### config.mk
export PLATFORM = sky130hd
export DESIGN_NAME = seven_seg_capture
export DESIGN_NICKNAME = d
export VERILOG_FILES = /design/src/rtl/seven_seg_capture.sv
export SDC_FILE = /design/constraint.sdc
export NUM_CORES = 1
export LEC_CHECK = 0
export ABC_CLOCK_PERIOD_IN_PS = 4600
export CORE_ASPECT_RATIO = 1.25
export CORE_MARGIN = 2
export CORE_UTILIZATION = 40
export CTS_CLUSTER_DIAMETER = 30
export DETAILED_ROUTE_END_ITERATION = 10
export GPL_TIMING_DRIVEN = 1
export REMOVE_ABC_BUFFERS = 1
export SETUP_SLACK_MARGIN = 0.1
export SYNTH_ARGS = -nofsm -noshare
export SYNTH_HDL_FRONTEND = slang
export SYNTH_SLANG_ARGS = --single-unit
### constraint.sdc
create_clock -name clk -period 4.6 [get_ports clk]
set_input_delay 0.69 -clock clk [delete_from_list [all_inputs] [get_ports clk]]
set_output_delay 0.69 -clock clk [all_outputs]
set_load 0.02 [all_outputs]
### src/rtl/seven_seg_capture.sv
// seven_seg_capture: qualifies scanned 4-digit seven-segment patterns and rebuilds hex frames
module seven_seg_capture #(
    parameter int STABLE_CYCLES  = 4,
    parameter int TIMEOUT_CYCLES = 65535
) (
    input  logic       clk,
    input  logic       rst,
    input  logic       a,
    input  logic       b,
    input  logic       c,
    input  logic       d,
    input  logic       e,
    input  logic       f,
    input  logic       g,
    input  logic       an0,
    input  logic       an1,
    input  logic       an2,
    input  logic       an3,
    output logic [3:0] digit0,
    output logic [3:0] digit1,
    output logic [3:0] digit2,
    output logic [3:0] digit3,
    output logic       frame_valid,
    output logic       pattern_err,
    output logic       stale,
    output logic [7:0] err_count
);
    typedef enum logic [1:0] {IDLE, QUAL, HOLD} state_t;

    state_t          state_q, state_d;
    logic [6:0]      seg_q, seg_d, pat_q, pat_d;
    logic [3:0]      an_q, an_d, sel_q, sel_d;
    logic [7:0]      stab_q, stab_d;
    logic [3:0]      valid_q, valid_d;
    logic [3:0][3:0] shadow_q, shadow_d, digit_q, digit_d;
    logic [15:0]     to_q, to_d;
    logic            stale_q, stale_d, fv_q, fv_d, perr_q, perr_d;
    logic [7:0]      err_q, err_d;
    logic            one_hot, same, restart, cap, legal, complete, timeout;
    logic [3:0]      val;
    logic [1:0]      slot;

    // {legal, value} for an active-low a..g glyph
    function automatic logic [4:0] decode(input logic [6:0] p);
        case (p)
            7'b0000001: decode = 5'h10;
            7'b1001111: decode = 5'h11;
            7'b0010010: decode = 5'h12;
            7'b0000110: decode = 5'h13;
            7'b1001100: decode = 5'h14;
            7'b0100100: decode = 5'h15;
            7'b0100000: decode = 5'h16;
            7'b0001111: decode = 5'h17;
            7'b0000000: decode = 5'h18;
            7'b0000100: decode = 5'h19;
            7'b0001000: decode = 5'h1A;
            7'b1100000: decode = 5'h1B;
            7'b0110001: decode = 5'h1C;
            7'b1000010: decode = 5'h1D;
            7'b0110000: decode = 5'h1E;
            7'b0111000: decode = 5'h1F;
            default:    decode = 5'h00;
        endcase
    endfunction

    // Slot qualification FSM: a capture fires on the STABLE_CYCLES-th identical registered sample
    always_comb begin
        seg_d   = {a, b, c, d, e, f, g};
        an_d    = {an3, an2, an1, an0};
        one_hot = $onehot(~an_q);
        same    = (seg_q == pat_q) && (an_q == sel_q);
        state_d = state_q;
        pat_d   = pat_q;
        sel_d   = sel_q;
        stab_d  = stab_q;
        cap     = 1'b0;
        restart = 1'b0;
        case (state_q)
            IDLE: restart = one_hot;
            QUAL: begin
                if (same) begin
                    stab_d = stab_q + 8'd1;
                    if ({1'b0, stab_q} + 9'd1 >= 9'(STABLE_CYCLES)) begin
                        cap     = 1'b1;
                        state_d = HOLD;
                    end
                end else begin
                    restart = one_hot;
                    state_d = IDLE;
                end
            end
            HOLD: begin
                if (!same) begin
                    restart = one_hot;
                    state_d = IDLE;
                end
            end
            default: state_d = IDLE;
        endcase
        if (restart) begin
            state_d = (STABLE_CYCLES == 1) ? HOLD : QUAL;
            cap     = (STABLE_CYCLES == 1);
            pat_d   = seg_q;
            sel_d   = an_q;
            stab_d  = 8'd1;
        end
    end

    // Capture, frame assembly and partial-frame timeout; completion beats timeout
    always_comb begin
        {legal, val} = decode(seg_q);
        slot     = !an_q[0] ? 2'd0 : !an_q[1] ? 2'd1 : !an_q[2] ? 2'd2 : 2'd3;
        complete = &valid_q;
        timeout  = !complete && (|valid_q) && ({1'b0, to_q} + 17'd1 == 17'(TIMEOUT_CYCLES));
        valid_d  = (complete || timeout) ? 4'b0 : valid_q;
        shadow_d = shadow_q;
        if (cap && legal) begin
            shadow_d[slot] = val;
            valid_d[slot]  = 1'b1;
        end
        to_d    = ((|valid_q) && !complete && !timeout) ? to_q + 16'd1 : 16'd0;
        digit_d = complete ? shadow_q : digit_q;
        fv_d    = complete;
        perr_d  = cap && !legal;
        err_d   = (perr_d && err_q != 8'hFF) ? err_q + 8'd1 : err_q;
        stale_d = stale_q | timeout;
    end

    // State and datapath registers, cleared asynchronously
    always_ff @(posedge clk or posedge rst) begin
        if (rst) begin
            state_q  <= IDLE;
            seg_q    <= '0;
            an_q     <= '0;
            pat_q    <= '0;
            sel_q    <= '0;
            stab_q   <= '0;
            valid_q  <= '0;
            shadow_q <= '0;
            digit_q  <= '0;
            to_q     <= '0;
            stale_q  <= 1'b0;
            fv_q     <= 1'b0;
            perr_q   <= 1'b0;
            err_q    <= '0;
        end else begin
            state_q  <= state_d;
            seg_q    <= seg_d;
            an_q     <= an_d;
            pat_q    <= pat_d;
            sel_q    <= sel_d;
            stab_q   <= stab_d;
            valid_q  <= valid_d;
            shadow_q <= shadow_d;
            digit_q  <= digit_d;
            to_q     <= to_d;
            stale_q  <= stale_d;
            fv_q     <= fv_d;
            perr_q   <= perr_d;
            err_q    <= err_d;
        end
    end

    assign digit0      = digit_q[0];
    assign digit1      = digit_q[1];
    assign digit2      = digit_q[2];
    assign digit3      = digit_q[3];
    assign frame_valid = fv_q;
    assign pattern_err = perr_q;
    assign stale       = stale_q;
    assign err_count   = err_q;
endmodule
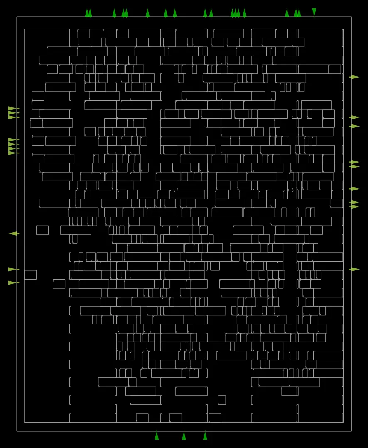
(run_1/final_placement.png)
sequential share of cell area: 42.6%
tally of non-filler cells in the final layout: 670
Row Count: 44
number of sequential cells in the layout: 95

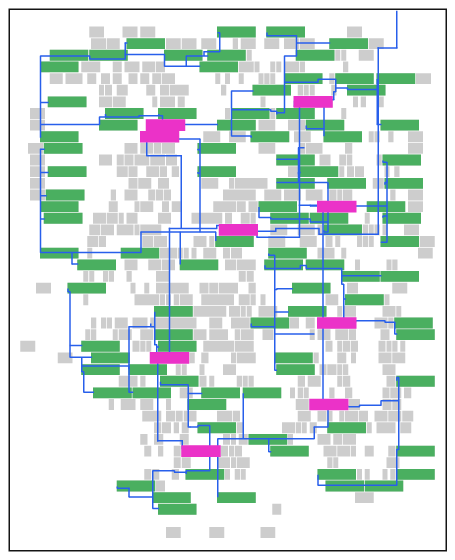
(run_1/clock_map.png)
[magenta] cells driving clock nets | count: 9
[green] flip-flops | count: 95
[blue] clock wires | length: 1160 um
flops lie	widely spread
routed clock nets	10
clock network power: 731 uW
clock skew after layout: 0.00742 ns
clock share of power: 37.9%

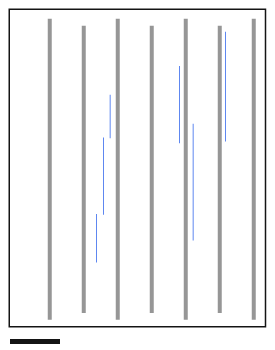
(run_1/met4.png)
The bar under the picture is 20 um long. Supply wires on this layer in grey.
longest straight run	46.2 um
main direction	vertical
share of all routed wire	2.1%
nets with wire on the layer	2
total number of vias: 3426
total routed wirelength: 9110 um

==> flow_summary.html, run 1 <==
<p>Metrics extracted from the flow reports.</p>
<table>
<tr><th>Metric</th><th>Value</th></tr>
<tr><th colspan="2">Outcome</th></tr>
<tr><td>Status</td><td>finished, final reports clean</td></tr>
<tr><th colspan="2">Synth</th></tr>
<tr><td>Most repeated cell in the gate-level netlist after synthesis</td><td>nand2_1</td></tr>
<tr><td>Post-synthesis sequential area ratio</td><td>49.8%</td></tr>
<tr><td>Avg Cell Area, Syn</td><td>10.1 sq um</td></tr>
<tr><td>FA/HA/MAJ Cells, Area Fraction</td><td>3.56%</td></tr>
<tr><td>Ranking of synthesized cells by area</td><td>dfrtp_1 50%, nand2_1 7.8%, xor2_1 3.9%, mux2_2 3.8%, ha_1 3.1%</td></tr>
<tr><td>XOR Share, Synth</td><td>6.94%</td></tr>
<tr><td>Synth logic family</td><td>simple AND/OR/NAND/NOR gates</td></tr>
<tr><td>Count of instantiated cells in the yosys netlist</td><td>471</td></tr>
<tr><td>Largest area contributor in the synthesized netlist</td><td>dfrtp_1</td></tr>
<tr><td>Area figure in the yosys stat output</td><td>4780 sq um</td></tr>
<tr><td>Synth Area in Simple Gates</td><td>24.3%</td></tr>
<tr><td>Synth async-reset ratio</td><td>100%</td></tr>
<tr><td>Mux cell area share after synthesis</td><td>4.43%</td></tr>
<tr><th colspan="2">Finish</th></tr>
<tr><td>Register area</td><td>2380 sq um</td></tr>
<tr><td>Non-CTS inverters</td><td>14</td></tr>
<tr><td>Layout area overhead</td><td>16.8%</td></tr>
<tr><td>Leading cell category by total area</td><td>sequential cells</td></tr>
<tr><td>Buffers, non-clock</td><td>41</td></tr>
<tr><td>Diode insertion count for antenna repair</td><td>0</td></tr>
<tr><td>Clock-cell share of area</td><td>5.20%</td></tr>
<tr><td>Most used logic cell in the final layout</td><td>nand2_1</td></tr>
<tr><td>Buffering overhead</td><td>7.27%</td></tr>
<tr><td>Fillers</td><td>1077</td></tr>
<tr><td>Clock buffer instance count of the final layout</td><td>12</td></tr>
<tr><th colspan="2">Worst hold path</th></tr>
<tr><td>Worst Hold Class</td><td>register to register</td></tr>
<tr><td>Cell count of the worst hold path</td><td>1</td></tr>
<tr><td>Hold Crit Start</td><td>stale</td></tr>
<tr><th colspan="2">Timing</th></tr>
<tr><td>Top achievable clock speed</td><td>318 MHz</td></tr>
<tr><td>Final Max Tran Viols</td><td>0</td></tr>
<tr><td>Worst Setup Slack, final</td><td>1.45 ns</td></tr>
<tr><td>Relative slew slack</td><td>35.2%</td></tr>
<tr><td>Min Tclk post-route</td><td>3.15 ns</td></tr>
<tr><td>Total negative slack</td><td>0 ns</td></tr>
<tr><td>Share of the cycle needed by the critical path after routing</td><td>68.4%</td></tr>
<tr><td>Final Hold Violation Tally</td><td>0</td></tr>
<tr><th colspan="2">Clock tree</th></tr>
<tr><td>Setup repair bufs after CTS</td><td>0</td></tr>
<tr><td>Post-cts hold-fix buffer tally</td><td>0</td></tr>
<tr><td>Resized Gates After CTS</td><td>0</td></tr>
<tr><td>Clock root buffer master</td><td>clkbuf_16</td></tr>
<tr><td>Sinks on Clock Net</td><td>95</td></tr>
<tr><th colspan="2">Global routing</th></tr>
<tr><td>Number of antenna violations at the first check in global routing</td><td>0</td></tr>
<tr><td>Overflow left after global routing</td><td>0</td></tr>
<tr><td>Gr busiest metal</td><td>met2</td></tr>
<tr><td>Global Route met1 Usage</td><td>19.9%</td></tr>
<tr><td>Met3 capacity usage during global routing</td><td>2.33%</td></tr>
<tr><td>Global-route wire length before repair</td><td>16000 um</td></tr>
<tr><th colspan="2">Detailed routing</th></tr>
<tr><td>Final routed DRC violation total</td><td>0</td></tr>
<tr><td>Number of search-and-repair iterations in the first detailed-routing pass</td><td>4</td></tr>
<tr><td>Average wire per cell in the routed design</td><td>13.6 um</td></tr>
<tr><td>Vias per std cell</td><td>5.11</td></tr>
<tr><td>Antenna violation net count after detailed routing</td><td>0</td></tr>
<tr><th colspan="2">Floorplan</th></tr>
<tr><td>Starting Density</td><td>41.1%</td></tr>
<tr><td>Floorplan core area</td><td>11600 sq um</td></tr>
<tr><td># Taps</td><td>161</td></tr>
<tr><td>Boundary pin count</td><td>40</td></tr>
<tr><td>Horizontal die dimension</td><td>102 um</td></tr>
<tr><th colspan="2">Critical path</th></tr>
<tr><td>Last element of the critical path</td><td>shadow_q[5]</td></tr>
<tr><td>Largest fanout on the critical path</td><td>5</td></tr>
<tr><td>Startpoint type of the worst setup path</td><td>register</td></tr>
<tr><td>Largest incremental delay on the critical path</td><td>0.55 ns</td></tr>
<tr><td>Register-to-register setup slack</td><td>1.45 ns</td></tr>
<tr><td>Worst reg-to-reg path cell count</td><td>10</td></tr>
<tr><td>Start of the worst register-to-register path</td><td>an_q[0]</td></tr>
<tr><td>Capture point of the worst reg-to-reg path</td><td>shadow_q[5]</td></tr>
<tr><th colspan="2">Power</th></tr>
<tr><td>Switching Power</td><td>508 uW</td></tr>
<tr><td>Static leakage</td><td>0.00252 uW</td></tr>
<tr><td>Power share of the combinational group</td><td>13.2%</td></tr>
<tr><td>Tot Pwr</td><td>1930 uW</td></tr>
<tr><th colspan="2">Placed design</th></tr>
<tr><td>Worst slack at placement</td><td>1.41 ns</td></tr>
<tr><td>Number of placed instances, taps included</td><td>655</td></tr>
<tr><td>Total half-perimeter wirelength after legalization and detailed placement</td><td>6430 um</td></tr>
<tr><th colspan="2">Run</th></tr>
<tr><td>Reported max-cap violation count</td><td>0</td></tr>
</table>
## run 1: critical path: cells and delay by family, from the launching register on
family / cells / cell delay, ns
AOI/OAI and AO/OA: 2 / 0.55
adders and majority gates: 3 / 0.99
buffers and inverters: 1 / 0.04
DFF: 1 / 0.44
muxes: 1 / 0.38
and+or+nand+nor: 3 / 0.64
## run 1: metal layers
layer / up-vias / share of wire [%]
met3: 14 / 2.0
met4: 0 / 2.1
met2: 48 / 49
met5: - / 0
li1: 1687 / -
met1: 1677 / 47
## run 1: power by group through the flow
stage,clock network [uW],logic [uW],registers [uW]
after floorplan,0,198,947
final,731,254,944
after global placement,0,254,956
after global routing,792,291,953
after CTS,759,260,944
after detailed placement,0,259,960
==> run_1/wire_density.png <==
The bar under the picture is 20 um long. The die is cut into 20 by 25 equal tiles; dark purple is low, yellow is high, scaled to the fullest tile. Values are wire area over tile area, all layers added.
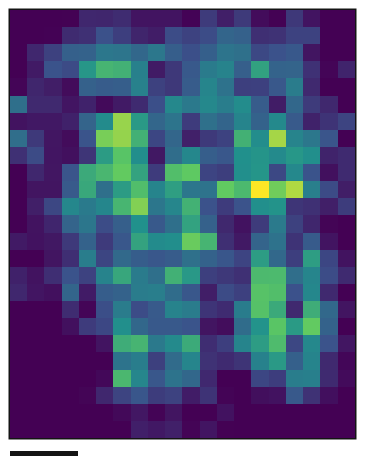

--- run 2 (diff from run 1) ---
--- a/config.mk
+++ b/config.mk
@@ -5,7 +5,7 @@
 export SDC_FILE = /design/constraint.sdc
 export NUM_CORES = 1
 export LEC_CHECK = 0
-export ABC_CLOCK_PERIOD_IN_PS = 4600
+export ABC_CLOCK_PERIOD_IN_PS = 3200
 export CORE_ASPECT_RATIO = 1.25
 export CORE_MARGIN = 2
 export CORE_UTILIZATION = 40
==> constraint.sdc (replaced) <==
create_clock -name clk -period 3.2 [get_ports clk]
set_input_delay 0.48 -clock clk [delete_from_list [all_inputs] [get_ports clk]]
set_output_delay 0.48 -clock clk [all_outputs]
set_load 0.02 [all_outputs]
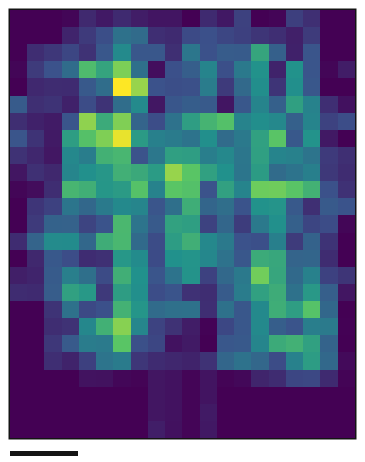
(run_2/wire_density.png)
The bar under the picture is 20 um long. The die is cut into 20 by 25 equal tiles; dark purple is low, yellow is high, scaled to the fullest tile. Values are wire area over tile area, all layers added.
mean over tiles	0.11
densest ninth of the die	middle
nearly empty tiles	21%
fullest tile	0.42
tiles over half the peak	17%
global-route usage over all layers: 15.9%
average wire per cell in the routed design: 14.0 um
total routed wirelength: 9480 um

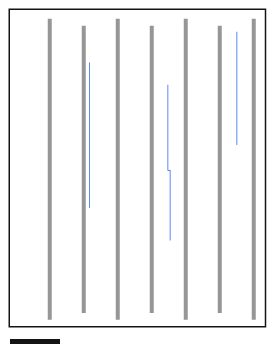
(run_2/met4.png)
The bar under the picture is 20 um long. Supply wires on this layer in grey.
longest straight run	57.8 um
nets with wire on the layer	2
share of all routed wire	1.8%
main direction	vertical
total number of vias: 3412

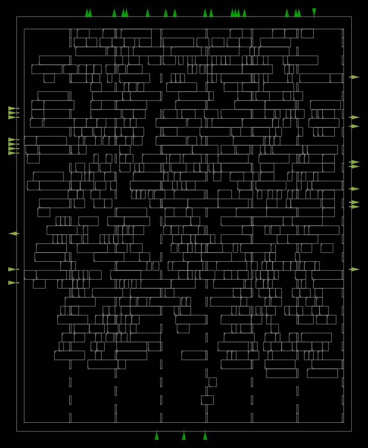
(run_2/final_placement.png)
tally of non-filler cells in the final layout: 679
Fillers: 1102
final core utilization: 48.7%
sequential share of cell area: 42.0%

==> flow_summary.html, run 2 <==
<p>Metrics extracted from the flow reports.</p>
<table>
<tr><th>Metric</th><th>Value</th></tr>
<tr><th colspan="2">Outcome</th></tr>
<tr><td>Status</td><td>finished, final reports clean</td></tr>
<tr><th colspan="2">Synth</th></tr>
<tr><td>Synth logic family</td><td>simple AND/OR/NAND/NOR gates</td></tr>
<tr><td>Most repeated cell in the gate-level netlist after synthesis</td><td>nand2_1</td></tr>
<tr><td>Register bit total from synthesis</td><td>95</td></tr>
<tr><td>Post-synthesis sequential area ratio</td><td>49.8%</td></tr>
<tr><td>Avg Cell Area, Syn</td><td>10.1 sq um</td></tr>
<tr><td>YS warnings</td><td>0</td></tr>
<tr><td>Complex Gates by Area</td><td>7.86%</td></tr>
<tr><td>Cell area after synthesis</td><td>4780 sq um</td></tr>
<tr><td>Count of instantiated cells in the yosys netlist</td><td>471</td></tr>
<tr><td>Synth async-reset ratio</td><td>100%</td></tr>
<tr><td>Netlist cell types</td><td>62</td></tr>
<tr><td>FA/HA/MAJ Cells, Area Fraction</td><td>3.56%</td></tr>
<tr><td>XOR Share, Synth</td><td>6.94%</td></tr>
<tr><td>Synth Area in Simple Gates</td><td>24.3%</td></tr>
<tr><td>Largest area contributor in the synthesized netlist</td><td>dfrtp_1</td></tr>
<tr><td>Area figure in the yosys stat output</td><td>4780 sq um</td></tr>
<tr><td>Area share of the largest cell type after synthesis</td><td>49.8%</td></tr>
<tr><td>Dominant register cell in the synthesized netlist</td><td>dfrtp_1</td></tr>
<tr><td>Ranking of synthesized cells by area</td><td>dfrtp_1 50%, nand2_1 7.8%, xor2_1 3.9%, mux2_2 3.8%, ha_1 3.1%</td></tr>
<tr><td>Mux cell area share after synthesis</td><td>4.43%</td></tr>
<tr><th colspan="2">Timing</th></tr>
<tr><td>Relative slew slack</td><td>53.5%</td></tr>
<tr><td>Clock skew after layout</td><td>0.00494 ns</td></tr>
<tr><td>Share of the cycle needed by the critical path after routing</td><td>91.2%</td></tr>
<tr><td>Final Max Tran Viols</td><td>0</td></tr>
<tr><td>Worst Setup Slack, final</td><td>0.283 ns</td></tr>
<tr><td>Worst-margin pin slew</td><td>0.679 ns</td></tr>
<tr><td>Final Hold Violation Tally</td><td>0</td></tr>
<tr><td>Total negative slack</td><td>0 ns</td></tr>
<tr><td>Count of endpoints failing setup in the final report</td><td>0</td></tr>
<tr><td>Min Tclk post-route</td><td>2.92 ns</td></tr>
<tr><td>Top achievable clock speed</td><td>343 MHz</td></tr>
<tr><th colspan="2">Detailed routing</th></tr>
<tr><td>Vias per std cell</td><td>5.03</td></tr>
<tr><td>Final routed DRC violation total</td><td>0</td></tr>
<tr><td>Antenna violation net count after detailed routing</td><td>0</td></tr>
<tr><td>Wire length on met2</td><td>4700 um</td></tr>
<tr><td>DR WL met3</td><td>183 um</td></tr>
<tr><td>Met1 Wirelength</td><td>4430 um</td></tr>
<tr><td>DR top layer</td><td>met4</td></tr>
<tr><td>Number of search-and-repair iterations in the first detailed-routing pass</td><td>4</td></tr>
<tr><th colspan="2">Critical path</th></tr>
<tr><td>Largest incremental delay on the critical path</td><td>0.53 ns</td></tr>
<tr><td>Family with the most delay on the worst path</td><td>adder cells</td></tr>
<tr><td>Worst Path Buf+Inv</td><td>2</td></tr>
<tr><td>Largest fanout on the critical path</td><td>5</td></tr>
<tr><td>Chain of cells forming the critical path</td><td>fa_1 &gt; inv_1 &gt; ha_1 &gt; ha_1 &gt; nor4b_2 &gt; a21boi_1 &gt; nand4_4 &gt; a21o_4 &gt; nor4_4 &gt; buf_4 &gt; mux2_2</td></tr>
<tr><td>Startpoint type of the worst setup path</td><td>register</td></tr>
<tr><td>Setup CP Type</td><td>register to register</td></tr>
<tr><th colspan="2">Power</th></tr>
<tr><td>Power share of the combinational group</td><td>13.7%</td></tr>
<tr><td>Switching Power</td><td>736 uW</td></tr>
<tr><td>Total internal power</td><td>2010 uW</td></tr>
<tr><td>Clock network power</td><td>1010 uW</td></tr>
<tr><td>Power Combinational</td><td>377 uW</td></tr>
<tr><td>Main power-consuming group</td><td>registers</td></tr>
<tr><td>Clock share of power</td><td>36.9%</td></tr>
<tr><td>Sequential power share</td><td>49.4%</td></tr>
<tr><td>Tot Pwr</td><td>2750 uW</td></tr>
<tr><td>Static leakage</td><td>0.00257 uW</td></tr>
<tr><td>Power attributed to sequential cells</td><td>1360 uW</td></tr>
<tr><th colspan="2">Floorplan</th></tr>
<tr><td>Chip area</td><td>12800 sq um</td></tr>
<tr><td>Horizontal die dimension</td><td>102 um</td></tr>
<tr><td>Floorplan core area</td><td>11600 sq um</td></tr>
<tr><td>Boundary pin count</td><td>40</td></tr>
<tr><td>Starting Density</td><td>41.1%</td></tr>
<tr><td>Row Count</td><td>44</td></tr>
<tr><th colspan="2">Global routing</th></tr>
<tr><td>Met2 usage</td><td>26.3%</td></tr>
<tr><td>Number of antenna violations at the first check in global routing</td><td>0</td></tr>
<tr><td>Pin count of the biggest net entering global routing</td><td>55</td></tr>
<tr><td>Global Route met1 Usage</td><td>20.9%</td></tr>
<tr><td>Global-route wire length before repair</td><td>16300 um</td></tr>
<tr><td>Met3 capacity usage during global routing</td><td>2.22%</td></tr>
<tr><td>Overflow left after global routing</td><td>0</td></tr>
<tr><td>Gr busiest metal</td><td>met2</td></tr>
<tr><th colspan="2">Clock tree</th></tr>
<tr><td>Total number of H-tree levels</td><td>3</td></tr>
<tr><td>Post-cts hold-fix buffer tally</td><td>0</td></tr>
<tr><td>Clock tree from TritonCTS</td><td>built</td></tr>
<tr><td>Clock root buffer master</td><td>clkbuf_16</td></tr>
<tr><td>Setup repair bufs after CTS</td><td>0</td></tr>
<tr><td>Resized Gates After CTS</td><td>1</td></tr>
<tr><td>Sinks on Clock Net</td><td>95</td></tr>
<tr><th colspan="2">Finish</th></tr>
<tr><td>Most used logic cell in the final layout</td><td>nand2_1</td></tr>
<tr><td>Top Layout Cells</td><td>99 x nand2_1, 95 x dfrtp_1, 39 x clkdlybuf4s50_1</td></tr>
<tr><td>Layout area overhead</td><td>18.4%</td></tr>
<tr><td>Diode insertion count for antenna repair</td><td>0</td></tr>
<tr><td>Post-layout instance area</td><td>5660 sq um</td></tr>
<tr><th colspan="2">Placed design</th></tr>
<tr><td>Number of placed instances, taps included</td><td>663</td></tr>
<tr><td>Worst slack at placement</td><td>0.0727 ns</td></tr>
<tr><td>Total half-perimeter wirelength after legalization and detailed placement</td><td>6530 um</td></tr>
<tr><th colspan="2">Run</th></tr>
<tr><td>Number of warning messages in the logs</td><td>32</td></tr>
<tr><td>Reported max-cap violation count</td><td>0</td></tr>
<tr><th colspan="2">Worst hold path</th></tr>
<tr><td>Worst Hold Class</td><td>register to register</td></tr>
</table>
[run 2: netlist changes by cell type in the layout (fill, tap and decap cells not counted), sizes merged]
cell	before	now
bufinv	1	0
clkinvlp	0	1
buf	2	11
[run 2: worst paths after layout]
kind / start / to / slack (ns) / depth (start not counted)
worst min register to register: digit2[1] / digit2[1] / 0.47 / 2
max in group asynchronous: rst / to_q[6] / 1.99 / 3
worst max-delay path: an_q[0] / shadow_q[0] / 0.28 / 11
worst max register to register: an_q[0] / shadow_q[0] / 0.28 / 11
worst min-delay path: digit2[1] / digit2[1] / 0.47 / 2
min in group asynchronous: rst / stab_q[1] / 0.55 / 2
[run 2: layout make-up]
type,instances,area [sq um]
fill,1102,5960
sequential,95,2380
multi-input combinational,344,2250
timing repair buffer,50,485
clock buffer,12,267
tap,161,201
inverter,14,55.1
clock inverter,3,17.5
==> run_2/clock_map.png <==
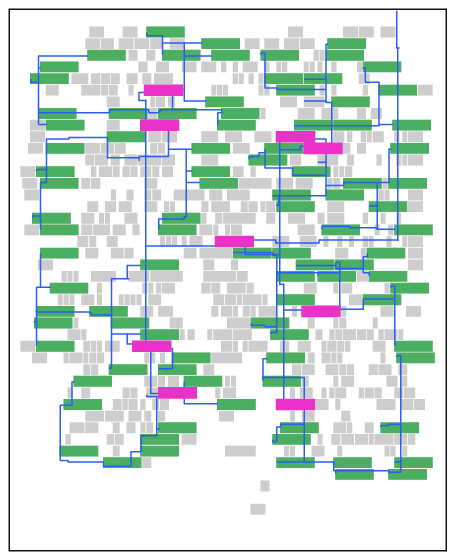

--- run 3 (diff from run 2) ---
--- a/config.mk
+++ b/config.mk
@@ -8,9 +8,10 @@
 export ABC_CLOCK_PERIOD_IN_PS = 3200
 export CORE_ASPECT_RATIO = 1.25
 export CORE_MARGIN = 2
-export CORE_UTILIZATION = 40
+export CORE_UTILIZATION = 42
 export CTS_CLUSTER_DIAMETER = 30
 export DETAILED_ROUTE_END_ITERATION = 10
+export GPL_ROUTABILITY_DRIVEN = 0
 export GPL_TIMING_DRIVEN = 1
 export REMOVE_ABC_BUFFERS = 1
 export SETUP_SLACK_MARGIN = 0.1
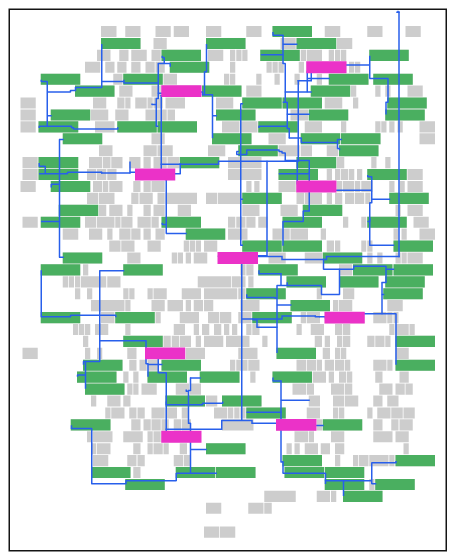
(run_3/clock_map.png)
clock share of power: 36.5%
clock skew after layout: 0.00880 ns
worst-skew pair later-pin latency: 0.34 ns
clock network power: 1000 uW

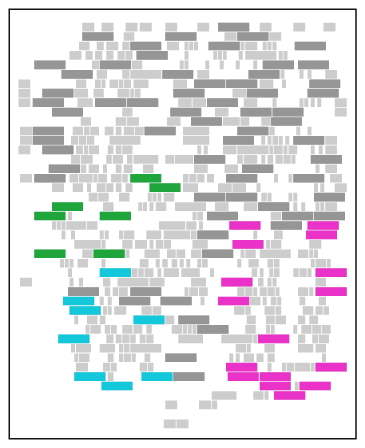
(run_3/registers.png)
Other sequential cells in the stronger grey, the rest of the logic in the fainter grey.
colour	signal	placed flops
magenta	to_q	16
green	pat_q	7
cyan	stab_q	8
not coloured	64
register area: 2380 sq um
final core utilization: 50.6%
sequential share of cell area: 42.4%
power attributed to sequential cells: 1360 uW

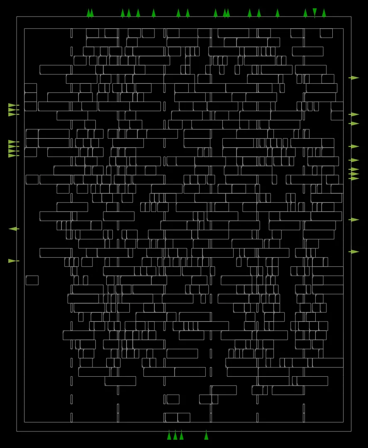
(run_3/final_placement.png)
Fillers: 1018
# Taps: 135
Row Count: 43
tally of non-filler cells in the final layout: 653
floorplan core area: 11100 sq um

==> flow_summary.html, run 3 <==
<p>Metrics extracted from the flow reports.</p>
<table>
<tr><th>Metric</th><th>Value</th></tr>
<tr><th colspan="2">Outcome</th></tr>
<tr><td>Status</td><td>finished, final reports clean</td></tr>
<tr><th colspan="2">Detailed routing</th></tr>
<tr><td>Average wire per cell in the routed design</td><td>14.3 um</td></tr>
<tr><td>Antenna violation net count after detailed routing</td><td>0</td></tr>
<tr><td>Total routed wirelength</td><td>9330 um</td></tr>
<tr><td>Vias per std cell</td><td>5.26</td></tr>
<tr><td>Final routed DRC violation total</td><td>0</td></tr>
<tr><td>DR WL met3</td><td>254 um</td></tr>
<tr><td>DR top layer</td><td>met4</td></tr>
<tr><td>Wire length on met2</td><td>4600 um</td></tr>
<tr><td>Number of search-and-repair iterations in the first detailed-routing pass</td><td>4</td></tr>
<tr><td>Met1 Wirelength</td><td>4340 um</td></tr>
<tr><th colspan="2">Critical path</th></tr>
<tr><td>Largest fanout on the critical path</td><td>5</td></tr>
<tr><td>Worst Path Buf+Inv</td><td>1</td></tr>
<tr><td>Chain of cells forming the critical path</td><td>fa_1 &gt; inv_1 &gt; ha_1 &gt; ha_1 &gt; nor4b_2 &gt; a21boi_1 &gt; nand4_4 &gt; a21o_4 &gt; nor4_4 &gt; mux2_2</td></tr>
<tr><td>Setup CP Type</td><td>register to register</td></tr>
<tr><td>Start of the worst register-to-register path</td><td>an_q[0]</td></tr>
<tr><td>Family with the most delay on the worst path</td><td>adder cells</td></tr>
<tr><th colspan="2">Run</th></tr>
<tr><td>Reported max-cap violation count</td><td>0</td></tr>
<tr><td>Number of warning messages in the logs</td><td>32</td></tr>
<tr><th colspan="2">Synth</th></tr>
<tr><td>Avg Cell Area, Syn</td><td>10.1 sq um</td></tr>
<tr><td>Most repeated cell in the gate-level netlist after synthesis</td><td>nand2_1</td></tr>
<tr><td>Dominant register cell in the synthesized netlist</td><td>dfrtp_1</td></tr>
<tr><td>YS warnings</td><td>0</td></tr>
<tr><td>Synth logic family</td><td>simple AND/OR/NAND/NOR gates</td></tr>
<tr><td>Cell area after synthesis</td><td>4780 sq um</td></tr>
<tr><td>FA/HA/MAJ Cells, Area Fraction</td><td>3.56%</td></tr>
<tr><td>Area figure in the yosys stat output</td><td>4780 sq um</td></tr>
<tr><td>Synth Area in Simple Gates</td><td>24.3%</td></tr>
<tr><td>Netlist cell types</td><td>62</td></tr>
<tr><td>Count of instantiated cells in the yosys netlist</td><td>471</td></tr>
<tr><td>Synth async-reset ratio</td><td>100%</td></tr>
<tr><td>Complex Gates by Area</td><td>7.86%</td></tr>
<tr><th colspan="2">Timing</th></tr>
<tr><td>Share of the cycle needed by the critical path after routing</td><td>92.3%</td></tr>
<tr><td>Worst-margin pin slew</td><td>0.659 ns</td></tr>
<tr><td>Final Max Tran Viols</td><td>0</td></tr>
<tr><td>Worst Setup Slack, final</td><td>0.246 ns</td></tr>
<tr><td>Relative slew slack</td><td>54.8%</td></tr>
<tr><td>Count of endpoints failing setup in the final report</td><td>0</td></tr>
<tr><td>Final Hold Violation Tally</td><td>0</td></tr>
<tr><td>Min Tclk post-route</td><td>2.95 ns</td></tr>
<tr><td>Top achievable clock speed</td><td>339 MHz</td></tr>
<tr><th colspan="2">Worst hold path</th></tr>
<tr><td>Hold Crit Start</td><td>stale</td></tr>
<tr><td>Cell count of the worst hold path</td><td>1</td></tr>
<tr><td>Capture endpoint of the worst hold path</td><td>stale</td></tr>
<tr><th colspan="2">Clock tree</th></tr>
<tr><td>Total number of H-tree levels</td><td>3</td></tr>
<tr><td>Resized Gates After CTS</td><td>0</td></tr>
<tr><td>Sinks on Clock Net</td><td>95</td></tr>
<tr><td>Clock root buffer master</td><td>clkbuf_16</td></tr>
<tr><td>Post-cts hold-fix buffer tally</td><td>0</td></tr>
<tr><td>Clock tree from TritonCTS</td><td>built</td></tr>
<tr><th colspan="2">Finish</th></tr>
<tr><td>Diode insertion count for antenna repair</td><td>0</td></tr>
<tr><td>Top Layout Cells</td><td>99 x nand2_1, 95 x dfrtp_1, 39 x clkdlybuf4s50_1</td></tr>
<tr><td>Layout area overhead</td><td>17.4%</td></tr>
<tr><th colspan="2">Floorplan</th></tr>
<tr><td>Starting Density</td><td>43.1%</td></tr>
<tr><td>Horizontal die dimension</td><td>99.4 um</td></tr>
<tr><td>Chip area</td><td>12200 sq um</td></tr>
<tr><td>Boundary pin count</td><td>40</td></tr>
<tr><th colspan="2">Placed design</th></tr>
<tr><td>Total half-perimeter wirelength after legalization and detailed placement</td><td>6350 um</td></tr>
<tr><th colspan="2">Global routing</th></tr>
<tr><td>Number of antenna violations at the first check in global routing</td><td>0</td></tr>
<tr><td>Gr busiest metal</td><td>met2</td></tr>
<tr><td>Global Route met1 Usage</td><td>21.4%</td></tr>
<tr><td>Global-route wire length before repair</td><td>15900 um</td></tr>
<tr><th colspan="2">Power</th></tr>
<tr><td>Main power-consuming group</td><td>registers</td></tr>
<tr><td>Power Combinational</td><td>383 uW</td></tr>
</table>
## run 3: cell type report
| type | count | area (sq um) |
|---|---|---|
| multi-input cells | 344 | 2250 |
| flip-flops and latches | 95 | 2380 |
| clock inverters | 4 | 31.3 |
| clock buffers | 12 | 246 |
| well taps | 135 | 169 |
| fillers | 1018 | 5470 |
| repair buffers | 49 | 478 |
| inverters | 14 | 53.8 |
## run 3: how the worst max path moves through the flow
stage                        from          end  cells past startpoint
after floorplan           an_q[0]  shadow_q[4]                     10
after global placement    an_q[0]  shadow_q[0]                     10
after detailed placement  an_q[0]  shadow_q[6]                     10
after CTS                 an_q[0]  shadow_q[6]                     10
after global routing      an_q[0]  shadow_q[0]                     10
final                     an_q[0]  shadow_q[1]                     10
Power is estimated from default activity; no workload was simulated.
